$ cat src/rtl/mem_arbiter.sv
// Shared main-memory port arbiter: I-cache line refills versus data-side single-word accesses.
// Optional ARB_RR_EN: round-robin between the two sides when both are pending, instead of data priority.
module mem_arbiter #(
  parameter int LATENCY     = 20,
  parameter int BLOCK_WORDS = 4
) (
  input  logic                           clk,
  input  logic                           reset,
  input  logic                           ireq,
  input  logic [31:0]                    iaddr,
  output logic [31:0]                    irdata,
  output logic                           iwvalid,
  output logic [$clog2(BLOCK_WORDS)-1:0] iwidx,
  output logic                           idone,
  input  logic                           dreq,
  input  logic                           dwe,
  input  logic [31:0]                    daddr,
  input  logic [31:0]                    dwdata,
  output logic [31:0]                    drdata,
  output logic                           ddone,
  output logic                           mem_en,
  output logic                           mem_we,
  output logic [31:0]                    mem_addr,
  output logic [31:0]                    mem_wdata,
  input  logic [31:0]                    mem_rdata,
  output logic                           busy
);

  // state  | meaning
  // IDLE   | no access; arbitrate pending requests
  // DACC   | data word access, counting down LATENCY cycles
  // DRESP  | ddone pulse
  // IBURST | refill words back to back, LATENCY cycles each
  // IRESP  | last refill word valid plus idone pulse

  localparam int WW = $clog2(BLOCK_WORDS);
  localparam int CW = $clog2(LATENCY + 1);
  localparam logic [CW-1:0] CNT_LOAD  = CW'(LATENCY - 1);
  localparam logic [WW-1:0] WIDX_LAST = WW'(BLOCK_WORDS - 1);
  localparam logic [31:0]   LINE_MASK = 32'(BLOCK_WORDS * 4 - 1);

  typedef enum logic [2:0] {
    IDLE   = 3'd0,
    DACC   = 3'd1,
    DRESP  = 3'd2,
    IBURST = 3'd3,
    IRESP  = 3'd4
  } state_t;

  state_t        state, state_n;
  logic [CW-1:0] cnt;
  logic [WW-1:0] widx;
  logic [31:0]   line_q;
  logic [31:0]   daddr_q;
  logic [31:0]   dwdata_q;
  logic          dwe_q;
  logic          iwv_q;
  logic          grant_d;
  logic          grant_i;
  logic          pick_d;
  logic [31:0]   word_addr;

`ifdef ARB_RR_EN
  // 1 = data side was served last; resets to the instruction side
  logic last_grant;

  assign pick_d = dreq && (!ireq || !last_grant);

  always_ff @(posedge clk) begin
    if (!reset) begin
      last_grant <= 1'b0;
    end else if (grant_d) begin
      last_grant <= 1'b1;
    end else if (grant_i) begin
      last_grant <= 1'b0;
    end
  end
`else
  assign pick_d = dreq;
`endif

  // Line base is aligned, so OR-ing in the word offset cannot carry.
  assign word_addr = (line_q & ~LINE_MASK) | {{(30-WW){1'b0}}, widx, 2'b00};

  always_ff @(posedge clk) begin
    if (!reset) state <= IDLE;
    else        state <= state_n;
  end

  always_comb begin
    state_n   = state;
    grant_d   = 1'b0;
    grant_i   = 1'b0;
    mem_en    = 1'b0;
    mem_we    = 1'b0;
    mem_addr  = 32'd0;
    mem_wdata = 32'd0;
    ddone     = 1'b0;
    idone     = 1'b0;
    case (state)
      IDLE: begin
        if (pick_d) begin
          grant_d = 1'b1;
          state_n = DACC;
        end else if (ireq) begin
          grant_i = 1'b1;
          state_n = IBURST;
        end
      end
      DACC: begin
        mem_en    = 1'b1;
        mem_we    = dwe_q;
        mem_addr  = daddr_q;
        mem_wdata = dwdata_q;
        if (cnt == '0) state_n = DRESP;
      end
      DRESP: begin
        ddone   = 1'b1;
        state_n = IDLE;
      end
      IBURST: begin
        mem_en   = 1'b1;
        mem_addr = word_addr;
        if (cnt == '0 && widx == WIDX_LAST) state_n = IRESP;
      end
      IRESP: begin
        idone   = 1'b1;
        state_n = IDLE;
      end
      default: state_n = IDLE;
    endcase
  end

  always_ff @(posedge clk) begin
    if (!reset) begin
      cnt      <= '0;
      widx     <= '0;
      line_q   <= 32'd0;
      daddr_q  <= 32'd0;
      dwdata_q <= 32'd0;
      dwe_q    <= 1'b0;
      drdata   <= 32'd0;
      irdata   <= 32'd0;
      iwidx    <= '0;
      iwv_q    <= 1'b0;
    end else begin
      iwv_q <= 1'b0;
      case (state)
        IDLE: begin
          if (grant_d) begin
            daddr_q  <= daddr;
            dwdata_q <= dwdata;
            dwe_q    <= dwe;
            cnt      <= CNT_LOAD;
          end else if (grant_i) begin
            line_q <= iaddr;
            widx   <= '0;
            cnt    <= CNT_LOAD;
          end
        end
        DACC: begin
          if (cnt == '0) begin
            if (!dwe_q) drdata <= mem_rdata;
          end else begin
            cnt <= cnt - 1'b1;
          end
        end
        IBURST: begin
          if (cnt == '0) begin
            irdata <= mem_rdata;
            iwidx  <= widx;
            // the last word's iwvalid comes from IRESP alongside idone
            if (widx != WIDX_LAST) begin
              iwv_q <= 1'b1;
              widx  <= widx + 1'b1;
              cnt   <= CNT_LOAD;
            end
          end else begin
            cnt <= cnt - 1'b1;
          end
        end
        default: ;
      endcase
    end
  end

  assign iwvalid = iwv_q | idone;
  assign busy    = (state != IDLE);

endmodule

$ cat config.mk
export PLATFORM = sky130hd
export DESIGN_NAME = mem_arbiter
export DESIGN_NICKNAME = d
export VERILOG_FILES = /design/src/rtl/mem_arbiter.sv
export SDC_FILE = /design/constraint.sdc
export NUM_CORES = 1
export LEC_CHECK = 0
export ABC_AREA = 1
export CORE_ASPECT_RATIO = 1.1
export CORE_MARGIN = 4
export CORE_UTILIZATION = 30
export DETAILED_ROUTE_END_ITERATION = 10
export PLACE_DENSITY = 0.62
export RECOVER_POWER = 100
export SETUP_SLACK_MARGIN = 0.4
export SYNTH_ARGS = -nofsm -noshare
export SYNTH_HDL_FRONTEND = slang
export SYNTH_SLANG_ARGS = --single-unit
$ cat constraint.sdc
create_clock -name clk -period 1.9 [get_ports clk]
set_input_delay 0.285 -clock clk [delete_from_list [all_inputs] [get_ports clk]]
set_output_delay 0.285 -clock clk [all_outputs]
set_load 0.01 [all_outputs]
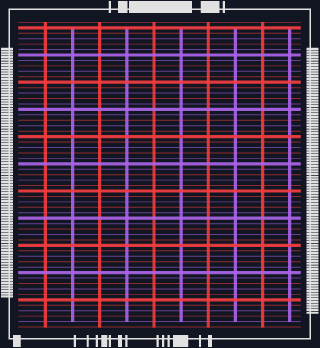
power_grid.png
Drawn at 2 px/micron. Pins as bars on the die edge.
- purple: VDD
- red: VSS
- signal pins: 269
- met5 straps: 11

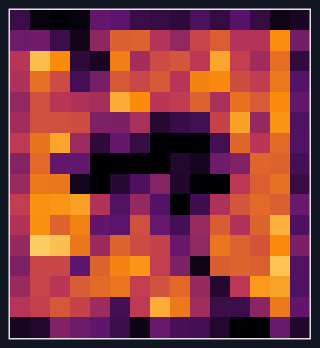
cell_density.png
Drawn at 2 px/micron. The die is cut into 15 by 16 equal tiles; black is low, pale yellow is high, 0 to 100% covered.
- mean over tiles: 42%
- emptiest ninth of the die: center
- fullest tile: 89%
- tiles over 75% full: 7.9%
- nearly empty tiles: 6.2%

==> summary.txt <==
impl run done, here's what came out: IR drop worst, VDD=564 uV, Final nets=1298, Mapped Area=6630 sq um, Critical Path AT=1.54 ns, worst reg-to-reg path cell count=12, DRT iter0 DRCs=242, Post-CTS Hold Buffers=0, vias in the first global route=6627, drt drc=0, RePlAce Congestion=0.810, critical path required time=1.62 ns, Commonest Layout Cell=nor2_1, f_max=0.547 GHz, via count=6734, Latency at later pin=0.43 ns, Crit. End Element=output port, Worst Max-Slew Pin Slew=0.379 ns, die span in x=150 microns, WL final=23200 microns, Power, Total=12.6 mW, Port Buffers=264, RSZ-0062 raised after global routing=true, worst reg2reg startpoint=state[1]$_SDFFE_PN0P_, syn avg cell area=7.39 sq um, pre-CTS setup slack=0.00746 ns, Critical Path, Cell by Cell=nand2_1 -> nor2_4 -> buf_4 -> buf_6 -> inv_2 -> o22ai_2 -> buf_2, row count=56, Final Hold Vio Count=0, Distinct cells, synth=24, placed cell areas=9690 sq um, fp util=30.8%, grt ovf=0, leakage power=4.50 nW, min-delay worst type=in -> reg, Final Slew Violations=0, skew final=0.0150 ns, Max stage delay on crit path=0.36 ns, synth warn=0, area grow syn2layout=59.6%, status=completed, # Cells Yosys=897, final std cells w/o fill=1466, cell family with most CP delay=buffers and inverters, CP max FO=4, Setup Viol. Count Final=0, first-pass GRT wire length=35500 microns, Final WS setup=0.0730 ns, Critical Path Stages=7
through the flow:
step | setup TNS [ns] | hold slack (ns) | utilization (%)
floorplan | 0 | 0.420 | -
global placement | 0 | 0.434 | 45.0
detailed placement | 0 | 0.440 | 45.0
CTS | 0 | 0.171 | 48.0
global route | -0.0719 | 0.184 | 49.2
finish | 0 | 0.194 | 49.2
per-layer routing:
| metal | track usage (%) | share of wire (%) | routed length (microns) |
|---|---|---|---|
| met4 | 5.24 | 1.3 | 303 |
| met2 | 30.1 | 46 | 10600 |
| met5 | 0 | 0.030 | 7 |
| met1 | 21.7 | 41 | 9490 |
| met3 | 8.64 | 12 | 2740 |
cell usage after synthesis (all sizes together):
master,instances,share of area (%)
inv,87,4.9
nand2,59,3.5
a211oi,1,0.11
o22ai,1,0.094
dfxtp,170,51
o21ai,191,14
nor2,236,14
a21oi,71,5.4
or2,1,0.094
buf,34,2.8
nand4,5,0.47
nor3,4,0.47
nand3,9,0.83
ha,2,0.38
clkbuf,25,1.4
xor2,1,0.13
final cells by class:
type	count	area, sq um
multi-input combinational	581	2920
inverter	87	347
clock buffer	19	443
timing repair buffer	305	2960
clock inverter	13	135
timing repair inverter	1	7.51
tap	290	363
fill	2179	10900
sequential	170	3410
cells by family after synthesis:
| logic type | share of synthesized area, % |
|---|---|
| simple gates | 19.1 |
| compound gates | 20.0 |
| flops | 51.3 |
| buf+inv | 9.15 |
| fa+ha+maj | 0.377 |
| xor+xnor | 0.132 |
registers in the layout (all words and copies together), names as in the netlist:
register and cells:
daddr_q 32, drdata 32, dwdata_q 32, irdata 32
line_q 28, cnt 5, state 3, iwidx 2
widx 2, dwe_q 1, iwv_q 1
worst min-delay path, delay by kind of cell:
family                 cells  cell delay (ns)
buffers and inverters      1             0.17
and+or+nand+nor            2             0.11
report_power, final:
part	leakage [nW]	internal, mW	switching [mW]
sequential	1.39	4.31	0.312
clock	0.282	1.88	1.57
combinational	2.83	1.96	2.60
what timing repair did:
action / CTS / global route
cloned: 5 / 0
buffers inserted: 8 / 2
resized: 397 / 85
setup endpoints to repair: 257 / 252
pin swaps: 12 / 24
endpoints found under the hold margin: 0 / 0
worst paths after layout:
kind	end	slack [ns]
max	mem_addr[2]	0.07
min	widx[1]$_SDFFE_PN0P_	0.19
max reg2reg	irdata[5]$_SDFFE_PN0P_	0.13
min reg2reg	dwdata_q[14]$_SDFFE_PN0P_	0.45
Power is estimated from default activity; no workload was simulated.
